### config.mk
export PLATFORM = sky130hd
export DESIGN_NAME = dc1_xbit_scrub
export DESIGN_NICKNAME = d
export VERILOG_FILES = /design/src/rtl/dc1_xbit_scrub_pkg.sv /design/src/rtl/dc1_xbit_par_chk.sv /design/src/rtl/dc1_xbit_scrub.sv
export SDC_FILE = /design/constraint.sdc
export NUM_CORES = 1
export LEC_CHECK = 0
export ABC_AREA = 1
export CELL_PAD_IN_SITES_DETAIL_PLACEMENT = 1
export CELL_PAD_IN_SITES_GLOBAL_PLACEMENT = 2
export CORE_UTILIZATION = 24
export DETAILED_ROUTE_END_ITERATION = 12
export PLACE_DENSITY_LB_ADDON = 0.1
export REMOVE_ABC_BUFFERS = 1
export SYNTH_ARGS = -nofsm -noshare
export SYNTH_HDL_FRONTEND = slang
export SYNTH_HIERARCHICAL = 1
export SYNTH_SLANG_ARGS = --single-unit
### constraint.sdc
create_clock -name clk -period 3.9 [get_ports clk]
set_clock_uncertainty 0.15 [all_clocks]
set_input_delay 0.78 -clock clk [delete_from_list [all_inputs] [get_ports clk]]
set_output_delay 0.78 -clock clk [all_outputs]
set_load 0.05 [all_outputs]
### src/rtl/dc1_xbit_scrub_pkg.sv
// Shared dc1 xbit definitions: word geometry, scrubber FSM states and the
// byte-parity check used by the pbit RAM scrubber.
package dc1_xbit_scrub_pkg;

  localparam int XBIT_W       = 36;
  localparam int XBIT_GROUPS  = 4;
  localparam int XBIT_GROUP_W = 9;

  typedef enum logic [2:0] {
    ST_IDLE  = 3'd0,
    ST_RREQ  = 3'd1,
    ST_RDATA = 3'd2,
    ST_WREQ  = 3'd3,
    ST_NEXT  = 3'd4
  } scrub_state_t;

  // A group is bad when its 8 data bits plus parity bit XOR to 1.
  function automatic logic [XBIT_GROUPS-1:0] xbit_par_chk(input logic [XBIT_W-1:0] word);
    logic [XBIT_GROUPS-1:0] mask;
    mask = '0;
    for (int i = 0; i < XBIT_GROUPS; i++) begin
      mask[i] = ^word[i*XBIT_GROUP_W +: XBIT_GROUP_W];
    end
    return mask;
  endfunction

endpackage

### src/rtl/dc1_xbit_par_chk.sv
// Combinational xbit word checker: flags failing byte-parity groups and
// produces the repaired word with every failing group forced to zero.
module dc1_xbit_par_chk
  import dc1_xbit_scrub_pkg::*;
(
  input  logic [XBIT_W-1:0]      word,
  output logic [XBIT_GROUPS-1:0] bad_mask,
  output logic [XBIT_W-1:0]      fixed_word
);

  // Check all groups, then zero the failing ones in a copy of the word.
  always_comb begin
    bad_mask   = xbit_par_chk(word);
    fixed_word = word;
    for (int i = 0; i < XBIT_GROUPS; i++) begin
      if (bad_mask[i]) begin
        fixed_word[i*XBIT_GROUP_W +: XBIT_GROUP_W] = '0;
      end
    end
  end

endmodule

### src/rtl/dc1_xbit_scrub.sv
// Background scrubber for the dcache xbit (pbit) RAM. Walks every {row, bank}
// word through a borrowed read port, checks the four byte-parity groups and
// logs/counts failing words. Pointer is {row, bank} with bank as the LSB, so
// the bank toggles before the row advances.
// Optional write-back of the repaired word is compiled in when the macro
// DC1_XBIT_SCRUB_FIX_EN is defined; otherwise the block is report-only and
// the write port outputs are tied to zero.
module dc1_xbit_scrub
  import dc1_xbit_scrub_pkg::*;
#(
  parameter int ADDR_WIDTH = 5,
  parameter int INTERVAL   = 256,
  parameter int CNT_W      = 16
) (
  input  logic                   clk,
  input  logic                   rst,
  input  logic                   scrub_en,
  output logic                   rd_req,
  input  logic                   rd_gnt,
  output logic [ADDR_WIDTH-1:0]  rd_addr,
  output logic                   rd_bank,
  input  logic [XBIT_W-1:0]      rd_data,
  output logic                   wr_req,
  input  logic                   wr_gnt,
  output logic [ADDR_WIDTH-1:0]  wr_addr,
  output logic                   wr_bank,
  output logic [XBIT_W-1:0]      wr_data,
  input  logic                   snoop_valid,
  input  logic [ADDR_WIDTH-1:0]  snoop_addr,
  input  logic                   snoop_bank,
  input  logic                   err_clr,
  output logic                   err_valid,
  output logic [ADDR_WIDTH-1:0]  err_addr,
  output logic                   err_bank,
  output logic [XBIT_GROUPS-1:0] err_bytes,
  output logic [CNT_W-1:0]       err_count,
  output logic                   sweep_done,
  output logic                   busy
);

  localparam int PTR_W = ADDR_WIDTH + 1;
  localparam int IVL_W = (INTERVAL > 1) ? $clog2(INTERVAL) : 1;
  localparam logic [IVL_W-1:0] IVL_RELOAD = IVL_W'(INTERVAL - 1);

  scrub_state_t           state;
  logic [PTR_W-1:0]       ptr;
  logic [IVL_W-1:0]       ivl_cnt;
  logic [XBIT_GROUPS-1:0] bad_mask;
  logic [XBIT_W-1:0]      fixed_word;
  logic                   has_err;
  logic                   snoop_hit;

  dc1_xbit_par_chk u_par_chk (
    .word       (rd_data),
    .bad_mask   (bad_mask),
    .fixed_word (fixed_word)
  );

  assign has_err = |bad_mask;

  // The pointer does not move between RREQ and NEXT, so it names the word in flight.
  assign snoop_hit = snoop_valid && (snoop_addr == ptr[PTR_W-1:1]) && (snoop_bank == ptr[0]);

  assign rd_addr = ptr[PTR_W-1:1];
  assign rd_bank = ptr[0];

`ifndef DC1_XBIT_SCRUB_FIX_EN
  logic unused_fix;
  assign unused_fix = ^{wr_gnt, fixed_word, snoop_hit};
  assign wr_req  = 1'b0;
  assign wr_addr = '0;
  assign wr_bank = 1'b0;
  assign wr_data = '0;
`endif

  // Scrub FSM: interval wait, read, check/log, optional repair write, advance.
  always_ff @(posedge clk) begin
    if (rst) begin
      state      <= ST_IDLE;
      ptr        <= '0;
      ivl_cnt    <= IVL_RELOAD;
      rd_req     <= 1'b0;
      busy       <= 1'b0;
      err_valid  <= 1'b0;
      err_addr   <= '0;
      err_bank   <= 1'b0;
      err_bytes  <= '0;
      err_count  <= '0;
      sweep_done <= 1'b0;
`ifdef DC1_XBIT_SCRUB_FIX_EN
      wr_req     <= 1'b0;
      wr_addr    <= '0;
      wr_bank    <= 1'b0;
      wr_data    <= '0;
`endif
    end else begin
      err_valid  <= 1'b0;
      sweep_done <= 1'b0;
      if (err_clr) begin
        err_count <= '0;
      end
      case (state)
        ST_IDLE: begin
          if (scrub_en) begin
            if (ivl_cnt == '0) begin
              ivl_cnt <= IVL_RELOAD;
              rd_req  <= 1'b1;
              busy    <= 1'b1;
              state   <= ST_RREQ;
            end else begin
              ivl_cnt <= ivl_cnt - 1'b1;
            end
          end
        end
        ST_RREQ: begin
          if (rd_gnt) begin
            rd_req <= 1'b0;
            state  <= ST_RDATA;
          end else if (!scrub_en) begin
            rd_req <= 1'b0;
            busy   <= 1'b0;
            state  <= ST_IDLE;
          end
        end
        ST_RDATA: begin
          state <= ST_NEXT;
          if (has_err) begin
            err_valid <= 1'b1;
            err_addr  <= ptr[PTR_W-1:1];
            err_bank  <= ptr[0];
            err_bytes <= bad_mask;
            if (err_clr) begin
              err_count <= CNT_W'(1);
            end else if (!(&err_count)) begin
              err_count <= err_count + 1'b1;
            end
`ifdef DC1_XBIT_SCRUB_FIX_EN
            if (!snoop_hit) begin
              wr_req  <= 1'b1;
              wr_addr <= ptr[PTR_W-1:1];
              wr_bank <= ptr[0];
              wr_data <= fixed_word;
              state   <= ST_WREQ;
            end
`endif
          end
        end
`ifdef DC1_XBIT_SCRUB_FIX_EN
        ST_WREQ: begin
          if (wr_gnt || snoop_hit) begin
            wr_req <= 1'b0;
            state  <= ST_NEXT;
          end
        end
`endif
        ST_NEXT: begin
          ptr   <= ptr + 1'b1;
          busy  <= 1'b0;
          state <= ST_IDLE;
          if (&ptr) begin
            sweep_done <= 1'b1;
          end
        end
        default: begin
          rd_req <= 1'b0;
          busy   <= 1'b0;
          state  <= ST_IDLE;
        end
      endcase
    end
  end

endmodule
==> commit_impl_results.txt <==
Update PnR metrics after Yosys + OpenROAD run

- Outcome: completed
- According to the floorplan report, the die width is 120 um.
* Setup repair after global routing missed its margin: no
- Relative area of clock buffers and inverters in the final design: 4.39%
* Rows: 42
- Dividing total power by cell area gives a power density of 300 nW/um2.
* Max H-tree Level: 2
* Detailed-route via count: 3,297
- Non-clock inverter count in the final layout: 79
- Endpoints with negative setup slack in the final report add up to 0.
* Total negative slack for setup checks: 0 ns
- Area of the multi-input gates: 1880 um2
* Library cell used as clock root buffer: sky130_fd_sc_hd__clkbuf_16
* Total buffers and inverters traversed by the critical path: 3
- Post-place instance area: 4110 um2
* Worst EP required: 3.93 ns
- Counting tap cells, the placed design contains a total of 795 instances.
* Area of the chip: 14,400 um2
- Classification of the worst setup path: in2reg
- Worst setup path endpoint: err_count[5]
- Remaining design rule violation count: 0
- Minimum period implied by the final worst setup slack: 3.06 ns
- Minimum setup slack among reg-to-reg paths: 1.73 ns
- For this design the static power due to leakage is 2.11 nW.
* Number of cells traversed by the worst register-to-register path: 8
* Antenna violations before repair: 0
* Family of cells with the greatest summed delay on the critical path: simple AND/OR/NAND/NOR gates
- The number of gates resized after CTS was 0.
- In the floorplan report the effective utilization is 24.9%.
* Switching portion of total power: 28.4%
- Overall power after layout: 0.00129 W
- Overall routed net length: 8910 um
- The global routing stage identified its most utilized layer as met2.
- Timing would allow up to 326 MHz.
- Largest net degree at the start of global routing: 24
- Kind of start point of the critical path: input pin
* Number of clock sinks: 47
- Port-buffer cells: 76
- Across the run, the number of max-cap violations was 0.
* Flip-flops: 47
- CP max FO: 23
- Met3 global-route usage: 1.90%
- Setup slack on the worst path after placement came out at 0.478 ns.
* Layout cells sized above 1: 5.74%
- Detailed route wirelength on metal3: 310 um
* Vert. Die Dim: 120 um
* DR pass1 iterations: 4
* Sequential power share: 37.4%
- Per the detail_route log, met2 wirelength is 4210 um.
* Worst hold path type: reg2reg
* Core utilization of the finished layout: 32.1%
- Counting the warning lines in the Yosys log gives 6.
- Global-route wire length before repair: 15,100 um
- On met2, the global router reports a usage of 21.8%.
* Post-route antenna net violation count: 0
- Hold path startpoint: err_bytes[3]
* Top power consumer group: clock
- Maximum vdd ir drop: 0.000154 V
- Dividing the final minimum period by the clock period gives 78.6%.
- Combined area of all synthesized cells: 3340 um2
- Commonest cells after routing, fill and taps aside: sky130_fd_sc_hd__nand2_1 (198), sky130_fd_sc_hd__clkdlybuf4s50_1 (76), sky130_fd_sc_hd__inv_1 (72), sky130_fd_sc_hd__nor2_1 (67), sky130_fd_sc_hd__dfxtp_1 (47)
* End point of the most critical hold path: err_bytes[3]
- The via count of the first global-routing pass came to 3,224.
- Chain of cells forming the critical path: clkdlybuf4s50_1 > inv_2 > nand2_1 > nand2_1 > nand2_1 > nand2_1 > nand2_1 > nand2_1 > ha_1 > nor2_1 > nand2_1 > nand2_4 > clkinv_4 > nand2_2 > o21ai_1 > nand2_1 > nor2_1
- After detailed routing, the wire length on met1 is 4300 um.
- On the reported timing paths, the clock transition at the registers reads 0.06 ns.
- Combinational power for this build is 0.000249 W.
- The register with the most flip-flops in the layout has 16 of them.
* Antenna diodes: 0
- Global-route usage over all layers: 12.9%
* Global placement routability congestion: 0.765
- The first routing iteration left 99 violations.
- Combinational cell fraction of total power: 19.3%
- Synthesis handed over a netlist of 548 instances.
- The number of hold buffers added after CTS was 0.
- Combinational gates: 415
- By instance count, the cell type seen most on the critical path is sky130_fd_sc_hd__nand2_1.
* Synthesized area divided by synthesized cell count: 6.09 um2
- The register with the most flip-flops in the final layout is err_count.
* Post-CTS setup repair buffer count: 0
- Sw power: 0.000367 W
- In the hold timing report, the worst path depth is 2.
- Estimated wirelength of the detail-placed design: 7220 um
- The region available for standard cell placement spans 13,400 um2.
* Delay of the slowest cell on the worst path: 0.51 ns
### Clock wiring as the flow saved it

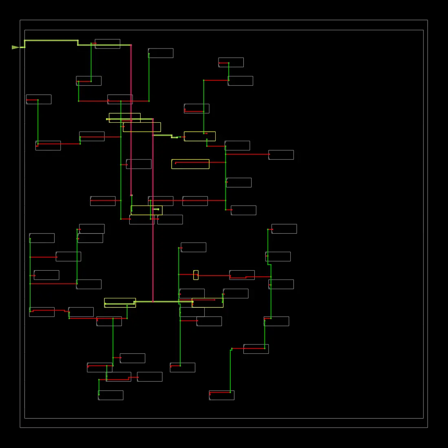
TritonCTS Buffers: 5
final-layout clock buffer total: 6

### Cell sizes after repair

The bar under the picture is 20 um long.
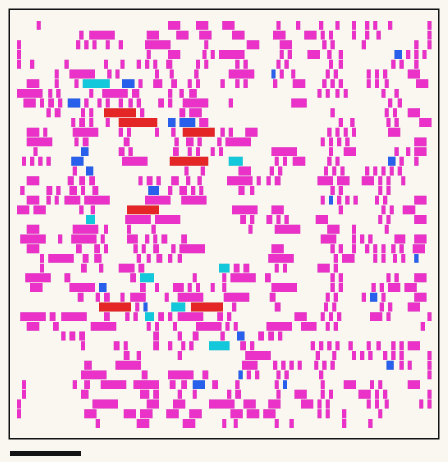
cyan -> _3 and _4 cells  # cells 8, share 1.3%
magenta -> _0 and _1 cells  # cells 591, share 94%, most used nand2_1
red -> _6 and larger  # cells 7, share 1.1%, most used clkbuf_16
blue -> _2 cells  # cells 21, share 3.3%
Buffers excl. clock: 78
Final Cell Area: 4300 um2
Setup WS post-layout: 0.836 ns
area delta synth->final: 28.9%

### Clock wires, drivers and flops

The bar under the picture is 20 um long.
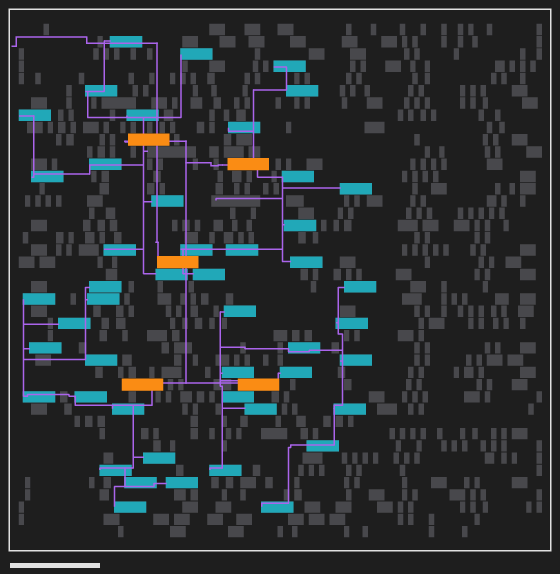
orange -> clock drivers  # count 5
cyan -> flip-flops  # count 47
purple -> clock wires  # length 769 um
routed clock nets = 6
clock group power: 0.000558 W
clock share of power: 43.3%
later-pin clock latency in the skew report: 0.29 ns

### Gate-type map

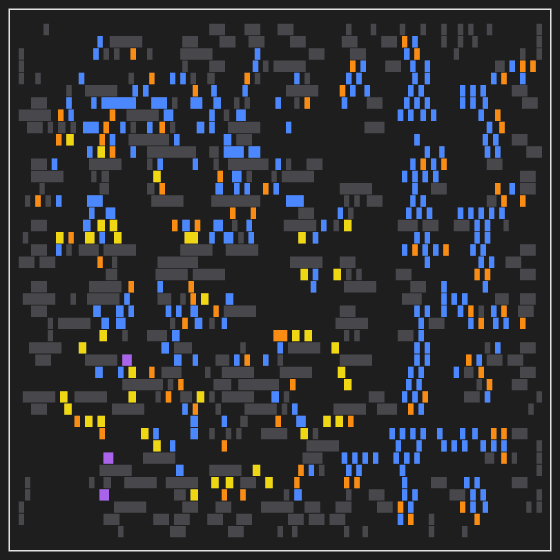
yellow -> inverting AOI/OAI gates  # cells 38
blue -> NAND gates  # cells 235, where spread over the die
purple -> AND and OR gates  # cells 3
orange -> inverters  # cells 79, where spread over the die
most common cell after layout, fill and taps aside: sky130_fd_sc_hd__nand2_1
post-route insts no fill: 803
multi-input logic portion of the cell area: 43.6%

### Register map, names as in the netlist

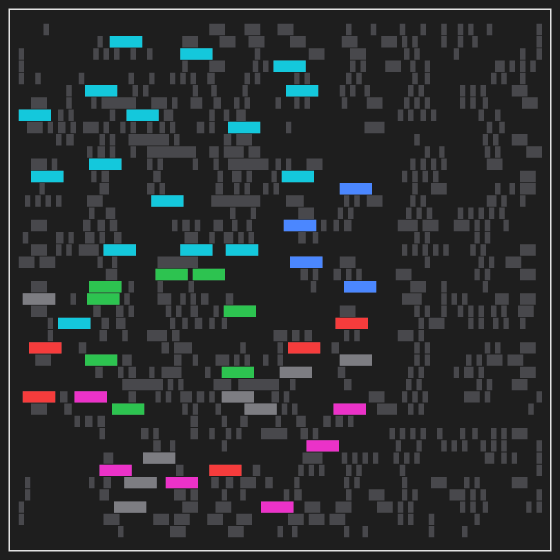
cyan -> `err_count`  # placed flops 16
magenta -> `ptr`  # placed flops 6
blue -> `err_bytes`  # placed flops 4, where middle
red -> `err_addr`  # placed flops 5
green -> `ivl_cnt`  # placed flops 8, where left middle
not colored = 8
Reg area: 941 um2
fraction of area in registers: 21.9%
flip-flop and latch power: 0.000483 W

Power and IR drop assume default switching activity.
